**src/rtl/phase_sequencer_pkg.sv**
```systemverilog
// Shared definitions for the phase sequencer: opcodes, phase bounds,
// sequencer state encoding and default widths.
package phase_sequencer_pkg;

  localparam int DATA_WIDTH_DEF   = 8;
  localparam int OPCODE_WIDTH_DEF = 3;
  localparam int ADDR_WIDTH_DEF   = 5;
  localparam int ICNT_WIDTH_DEF   = 16;

  // VeriRisc opcodes
  localparam logic [2:0] OP_HLT = 3'd0;
  localparam logic [2:0] OP_SKZ = 3'd1;
  localparam logic [2:0] OP_ADD = 3'd2;
  localparam logic [2:0] OP_AND = 3'd3;
  localparam logic [2:0] OP_XOR = 3'd4;
  localparam logic [2:0] OP_LDA = 3'd5;
  localparam logic [2:0] OP_STO = 3'd6;
  localparam logic [2:0] OP_JMP = 3'd7;

  // Phase bounds: an instruction spans phases PHASE_FIRST..PHASE_LAST
  localparam logic [2:0] PHASE_FIRST = 3'd0;
  localparam logic [2:0] PHASE_LAST  = 3'd7;

  typedef enum logic [1:0] {
    ST_IDLE   = 2'd0,
    ST_RUN    = 2'd1,
    ST_STEP   = 2'd2,
    ST_HALTED = 2'd3
  } state_e;

endpackage

```
**src/rtl/phase_sequencer_ir_register.sv**
```systemverilog
// Instruction register: load-enabled DATA_WIDTH register split into the
// opcode (top bits) and address (bottom bits) fields.
module phase_sequencer_ir_register
  import phase_sequencer_pkg::*;
#(
  parameter int DATA_WIDTH   = DATA_WIDTH_DEF,
  parameter int OPCODE_WIDTH = OPCODE_WIDTH_DEF,
  parameter int ADDR_WIDTH   = ADDR_WIDTH_DEF
) (
  input  logic                    clk,
  input  logic                    rst_n,
  input  logic                    load,
  input  logic [DATA_WIDTH-1:0]   data_in,
  output logic [OPCODE_WIDTH-1:0] opcode,
  output logic [ADDR_WIDTH-1:0]   ir_addr
);

  logic [DATA_WIDTH-1:0] ir_r;

  // Capture the data bus when loading; reset value decodes as HLT
  always_ff @(posedge clk or negedge rst_n) begin
    if (!rst_n) begin
      ir_r <= '0;
    end else if (load) begin
      ir_r <= data_in;
    end else begin
      ir_r <= ir_r;
    end
  end

  assign opcode  = ir_r[DATA_WIDTH-1 -: OPCODE_WIDTH];
  assign ir_addr = ir_r[ADDR_WIDTH-1:0];

endmodule

```
**src/rtl/phase_sequencer.sv**
```systemverilog
// Phase sequencer: run/single-step control of the 3-bit instruction phase,
// instruction register, halt freeze and retired-instruction counter.
module phase_sequencer
  import phase_sequencer_pkg::*;
#(
  parameter int DATA_WIDTH   = DATA_WIDTH_DEF,
  parameter int OPCODE_WIDTH = OPCODE_WIDTH_DEF,
  parameter int ADDR_WIDTH   = ADDR_WIDTH_DEF,
  parameter int ICNT_WIDTH   = ICNT_WIDTH_DEF
) (
  input  logic                    clk,
  input  logic                    rst_n,
  input  logic                    run,
  input  logic                    step,
  input  logic                    halt,
  input  logic                    ld_ir,
  input  logic [DATA_WIDTH-1:0]   data_in,
  output logic [2:0]              phase,
  output logic [OPCODE_WIDTH-1:0] opcode,
  output logic [ADDR_WIDTH-1:0]   ir_addr,
  output logic                    halted,
  output logic                    busy,
  output logic                    instr_done,
  output logic [ICNT_WIDTH-1:0]   icount
);

  state_e                state_r;
  state_e                state_next_s;
  logic [2:0]            phase_r;
  logic                  halted_r;
  logic                  busy_r;
  logic                  instr_done_r;
  logic [ICNT_WIDTH-1:0] icount_r;
  logic                  adv_s;
  logic                  wrap_s;
  logic                  ir_load_s;

  assign adv_s     = ((state_r == ST_RUN) || (state_r == ST_STEP)) && !halt;
  assign wrap_s    = adv_s && (phase_r == PHASE_LAST);
  // The IR is frozen once halted so the offending instruction stays visible
  assign ir_load_s = ld_ir && (state_r != ST_HALTED);

  // Next-state logic; halt takes priority over wrap and run/step changes
  always_comb begin
    state_next_s = state_r;
    case (state_r)
      ST_IDLE: begin
        if (run) begin
          state_next_s = ST_RUN;
        end else if (step) begin
          state_next_s = ST_STEP;
        end else begin
          state_next_s = ST_IDLE;
        end
      end
      ST_RUN: begin
        if (halt) begin
          state_next_s = ST_HALTED;
        end else if (wrap_s && !run) begin
          state_next_s = ST_IDLE;
        end else begin
          state_next_s = ST_RUN;
        end
      end
      ST_STEP: begin
        if (halt) begin
          state_next_s = ST_HALTED;
        end else if (wrap_s) begin
          state_next_s = ST_IDLE;
        end else begin
          state_next_s = ST_STEP;
        end
      end
      ST_HALTED: begin
        state_next_s = ST_HALTED;
      end
      default: begin
        state_next_s = ST_IDLE;
      end
    endcase
  end

  // State register with status flags registered alongside it
  always_ff @(posedge clk or negedge rst_n) begin
    if (!rst_n) begin
      state_r  <= ST_IDLE;
      busy_r   <= 1'b0;
      halted_r <= 1'b0;
    end else begin
      state_r  <= state_next_s;
      busy_r   <= (state_next_s == ST_RUN) || (state_next_s == ST_STEP);
      halted_r <= (state_next_s == ST_HALTED);
    end
  end

  // Phase counter, wrap pulse and retired-instruction count
  always_ff @(posedge clk or negedge rst_n) begin
    if (!rst_n) begin
      phase_r      <= PHASE_FIRST;
      instr_done_r <= 1'b0;
      icount_r     <= '0;
    end else begin
      phase_r      <= adv_s ? (phase_r + 3'd1) : phase_r;
      instr_done_r <= wrap_s;
      icount_r     <= icount_r + {{(ICNT_WIDTH-1){1'b0}}, wrap_s};
    end
  end

  phase_sequencer_ir_register #(
    .DATA_WIDTH   (DATA_WIDTH),
    .OPCODE_WIDTH (OPCODE_WIDTH),
    .ADDR_WIDTH   (ADDR_WIDTH)
  ) u_ir (
    .clk     (clk),
    .rst_n   (rst_n),
    .load    (ir_load_s),
    .data_in (data_in),
    .opcode  (opcode),
    .ir_addr (ir_addr)
  );

  assign phase      = phase_r;
  assign halted     = halted_r;
  assign busy       = busy_r;
  assign instr_done = instr_done_r;
  assign icount     = icount_r;

endmodule
```
**config.mk**
```make
export PLATFORM = sky130hd
export DESIGN_NAME = phase_sequencer
export DESIGN_NICKNAME = d
export VERILOG_FILES = /design/src/rtl/phase_sequencer_pkg.sv /design/src/rtl/phase_sequencer_ir_register.sv /design/src/rtl/phase_sequencer.sv
export SDC_FILE = /design/constraint.sdc
export NUM_CORES = 1
export LEC_CHECK = 0
export CAP_MARGIN = 20
export CORE_ASPECT_RATIO = 2
export CORE_MARGIN = 5
export CORE_UTILIZATION = 25
export DETAILED_ROUTE_END_ITERATION = 8
export MAX_ROUTING_LAYER = met4
export PLACE_DENSITY = 0.46
export SYNTH_ARGS = -nofsm -noshare
export SYNTH_HDL_FRONTEND = slang
export SYNTH_SLANG_ARGS = --single-unit
```
**constraint.sdc**
```tcl
create_clock -name clk -period 2.35 [get_ports clk]
set_input_delay 0.47 -clock clk [delete_from_list [all_inputs] [get_ports clk]]
set_output_delay 0.47 -clock clk [all_outputs]
set_load 0.05 [all_outputs]
```
==> images/met1.png <==
Scale: 3 px per µm.
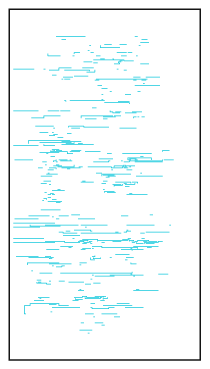
main direction = horizontal
longest straight run = 23.9 µm
nets with wire on the layer = 153
met1 Resource Use GR: 0.09278
vias: 1004
overall routed net length: 3281 µm

==> images/gate_families.png <==
Scale: 3 px per µm.
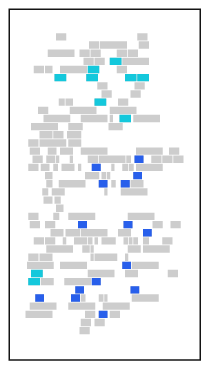
cyan -> multiplexers  # cells 10
blue -> XOR/XNOR gates  # cells 15
most used logic cell in the final layout: clkdlybuf4s50_1
multi-input gate share of total cell area: 0.2919

==> metrics.json <==
{
  "outcome": {
    "outcome": "finished clean"
  },
  "final_layout": {
    "mi_logic_area_um2": 594.3,
    "stdcell_count": 220,
    "layout.buffer.nonclock.area_share": 0.2262,
    "final_cell_mix": "43 x clkdlybuf4s50_1, 32 x dfrtp_1, 11 x xor2_1, 10 x mux2_2, 9 x ha_1",
    "num-nets-final": 182,
    "inverters": 4,
    "comb_cells": 69,
    "num-fill-cells": 544,
    "seq_share": 0.3934,
    "regArea_um2": 800.8,
    "final_util": 0.3723,
    "clock_cell_area_share": 0.04425,
    "largest_register_ff_count": 16,
    "area_growth_syn_to_layout_pct": 43.85,
    "diodes": 0,
    "layout.cell_area.non_filler_um2": 2036,
    "number_of_sequential_cells": 32,
    "drive_gt1_frac": 0.1563,
    "signal_buffers": 47,
    "clk_buf": 8,
    "most_area_hungry_cell_class_in_the_final_design": "flip-flops and latches"
  },
  "clocking": {
    "clk_pin_slew_worst_paths_ps": 70,
    "cts_sinks": 32,
    "cts_max_path_buffers": 2,
    "tritoncts_buffers": 5,
    "cts_setup_buffers": 0,
    "cts-root-buf": "clkbuf_8",
    "post_cts_resized": 0,
    "cts_tree": "done",
    "worstSkewPairLatency_ps": 270,
    "cts_hold_buffers": 0,
    "h-tree-depth": 2
  },
  "final_timing": {
    "fin_setup_tns_ps": 0,
    "relSlewSlack": 0.6473,
    "clock_skew_ps": 2.727,
    "layout_min_cycle_time_ps": 2100,
    "worst_slack_ps": 249.5,
    "fmax_ghz": 0.4761,
    "setup_repair_after_global_routing_missed_its_margin": "no",
    "finalSetupViolations": 0,
    "finalHoldViolCount": 0,
    "whs_ps": 467.7,
    "layout_worst_path_cycle_share": 0.8938,
    "tightest_slew_ps": 527.4,
    "timing.final.max_slew_violations": 0
  },
  "die": {
    "placeableCoreArea_um2": 5468,
    "fp_util": 0.2588,
    "boundaryPins": 44,
    "rows": 38,
    "die_height_um": 116.4,
    "die-area_um2": 7356,
    "nWellTaps": 60,
    "die.size.x_um": 63.20
  },
  "grt": {
    "overflow": 0,
    "grt-busiest-layer": "met2",
    "wire_length_of_the_first_global_routing_pass_um": 5437,
    "grt_use_total": 0.09799,
    "grt_max_degree": 33,
    "grt_pass1_vias": 1133,
    "grtUsageMet2": 0.1741,
    "met3_usage": 0.03080,
    "antenna_found_initial": 0
  },
  "job": {
    "cap_violations": 0,
    "warnings": 29
  },
  "worst_setup_path": {
    "critical_path.n_buffers_inverters": 1,
    "worst_setup_path_class": "flip-flop to primary output",
    "rrSetupSlack_ps": 280,
    "timing.critical_path.slowest_cell_delay_ps": 860,
    "sort_of_element_at_the_end_of_the_critical_path": "primary output",
    "worstRegToRegCells": 8,
    "worst-endpoint-required_ps": 1880,
    "cp_top_family": "buffers and inverters",
    "r2r_end": "icount[13]",
    "reg_to_reg_startpoint": "state_r[0]",
    "cp_num_cells": 1,
    "crit_slowest_cell": "clkdlybuf4s50_1",
    "critPathLaunchType": "flip-flop",
    "critical_path_maximum_fanout": 6,
    "critPathCapture": "icount[3]",
    "timing.critical_path.cells": "clkdlybuf4s50_1",
    "startpoint": "icount[3]",
    "timing.critical_path.arrival_ps": 1630
  },
  "logic_synthesis": {
    "synth_xor_xnor_area_share": 0.09284,
    "synth_top_cell_by_area": "dfrtp_1",
    "yosysWarningCount": 0,
    "synth_seq_share": 0.5659,
    "postSynth.topFlopCell": "dfrtp_1",
    "synthTopCellsByCount": "32 x dfrtp_1, 11 x xor2_1, 10 x mux2_2",
    "ys_area_um2": 1415,
    "syn-num-nets": 129,
    "yosysTopAreaCellShare": 0.5659,
    "dominant_cell_by_count_in_the_synthesized_netlist": "dfrtp_1",
    "synth.mux.area_fraction": 0.07958,
    "ys_sh_simple": 0.1300,
    "post_synth_instance_area_um2": 1415,
    "logic_family": "simple AND/OR/NAND/NOR gates",
    "synth_cell_type_count": 22,
    "ys_async_sr_fraction": 1.000,
    "synth-seq-cells": 32,
    "flip_flops_with_a_built_in_enable": 0,
    "yosys.area_share.adder": 0.07958,
    "synth_area_per_cell_um2": 13.35,
    "compound_area_frac": 0.03802,
    "yosys_cells": 106,
    "syn_inst": 106,
    "top_cells_by_area": "dfrtp_1 57%, ha_1 8.0%, mux2_2 8.0%"
  },
  "power": {
    "power.combinational.total_w": 0.00124,
    "static-leakage-power_nw": 0.9312,
    "dominant_power_group": "combinational logic",
    "finalPower_w": 0.002486,
    "max-vdd-ir-drop_uv": 783.2,
    "power.share.combinational": 0.498,
    "power_dissipated_in_the_clock_network_w": 0.000434,
    "pwr-share-seq": 0.328,
    "power_switching_share": 0.4247,
    "net-switching-power_w": 0.001056,
    "ratio_of_total_power_to_cell_area_nw_per_um2": 1221,
    "power.clock.fraction": 0.174
  },
  "placed_design": {
    "detailed_place.area_um2": 1946,
    "detailedPlace.worstSlack_ps": 13.77,
    "gp_congestion": 0.8003,
    "place_inst": 212,
    "buffer_ports.inserted": 43,
    "place_hpwl_um": 2535
  },
  "min_path": {
    "hold_path_depth": 1,
    "timing.hold.worst_endpoint": "icount[15]",
    "hold_path_startpoint": "icount[15]"
  },
  "routing": {
    "routed_length_on_met3_um": 172,
    "drtAntennaViolNets": 0,
    "drt-wirelength-per-cell_um": 14.91,
    "number_of_optimization_iterations_in_the_first_detailed_route_pass": 4,
    "route.detailed.drc": 0,
    "post_drt_via_cell_ratio": 4.564,
    "drt-initial-drc-count": 17,
    "top_layer_used": "met4",
    "met2WireLength_um": 1871,
    "wirelength_met1_um": 1159
  }
}
Power figures rest on the tool's default switching activity, not on a simulated workload.
